==> config.mk <==
export PLATFORM = sky130hd
export DESIGN_NAME = fifo_frame_reader
export DESIGN_NICKNAME = d
export VERILOG_FILES = /design/src/rtl/fifo_pkg.sv /design/src/rtl/fifo_read_skid.sv /design/src/rtl/fifo_frame_reader.sv
export SDC_FILE = /design/constraint.sdc
export NUM_CORES = 1
export LEC_CHECK = 0
export CAP_MARGIN = 20
export CORE_MARGIN = 1
export CORE_UTILIZATION = 57
export DETAILED_ROUTE_END_ITERATION = 10
export HOLD_SLACK_MARGIN = 0.1
export PLACE_DENSITY_LB_ADDON = 0.08
export SLEW_MARGIN = 20
export SYNTH_ARGS = -nofsm -noshare
export SYNTH_HDL_FRONTEND = slang
export SYNTH_HIERARCHICAL = 1
export SYNTH_SLANG_ARGS = --single-unit
==> constraint.sdc <==
create_clock -name clock -period 3.8 [get_ports clock]
set_input_delay 0.95 -clock clock [delete_from_list [all_inputs] [get_ports clock]]
set_output_delay 0.95 -clock clock [all_outputs]
set_load 0.02 [all_outputs]
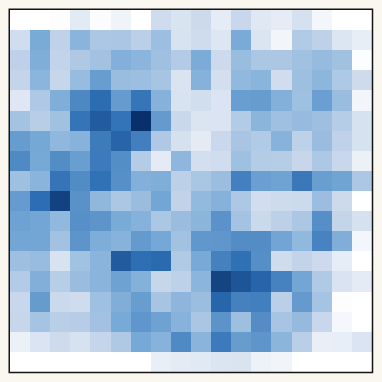
**Above:** routed metal per tile.
Scale: 4 px per um. 18 x 18 tiles, from white (low) to dark blue (high), scaled to the fullest tile. Values are wire area over tile area, all layers added.
nearly empty tiles = 7.1%
mean over tiles = 0.18
fullest tile = 0.50
densest ninth of the die = west
tiles over half the peak = 26%
vias: 3,423
GRT Total Usage: 24.8%

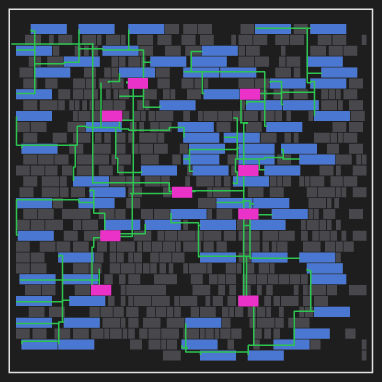
**Above:** routed clock nets over the placement.
Scale: 4 px per um.
flip-flops -> blue  # count 76
clock-net drivers -> magenta  # count 9
clock wires -> green  # length 930 um
routed clock nets = 10
flops lie = widely spread
Skew-Pair Late Insertion Delay: 350 ps
Layout Skew: 11.0 ps
clk pwr: 576 uW

==> flow_metrics.tcl <==
# metrics dict for downstream scripts
set metrics [dict create \
    fin_crit_sh_pct 86.8 \
    grt_pass1_wl_um 16000 \
    cts_tree "done" \
    dominant-cell-class "combinational gates" \
    dieArea_mm2 0.00818 \
    worstSetupPathType "in2out" \
    power_leakage_uw 0.00248 \
    cp_max_fo 4 \
    top_layer_used "met4" \
    initCoreUtil_pct 60.2 \
    wl_met3_um 621 \
    ys_area_mm2 0.00446 \
    combAreaFraction_pct 43.9 \
    critPathTopFamily "buffers and inverters" \
    comb_cell_power_uw 2070 \
    grt_pass1_vias 3343 \
    layout_top_cells "dfrtp_1, clkdlybuf4s50_1, mux2_2" \
    seqPwrFrac_pct 35.2 \
    grt_max_degree 77 \
    run_status "finished, final reports clean" \
    power.internal_uw 2410 \
    wl_met1_um 4120 \
    num-multi-input-gates 319 \
    dp_slack_ps 109 \
    grt.busiest_layer "met2" \
    relSlewSlack_pct 33.4 \
    fmax_mhz 303 \
    antenna_cells 0 \
    yosys_most_used_dff "dfrtp_1" \
    cp-start-kind "input port" \
    ys_sh_mux_pct 13.1 \
    finalHoldViolations 0 \
    ys_seq_share_pct 42.7 \
    power-top-group "combinational cells" \
    htreeDepth 3 \
    cpMaxStageDelayCell "clkdlybuf4s50_1" \
    wl_um 9440 \
    finalCriticalPeriod_ps 3300 \
    drt_pass1_iterations 4 \
    globalplace.congestion 0.894 \
    synthTopLogicFamily "simple AND/OR/NAND/NOR gates" \
]
Power figures rest on the tool's default switching activity, not on a simulated workload.
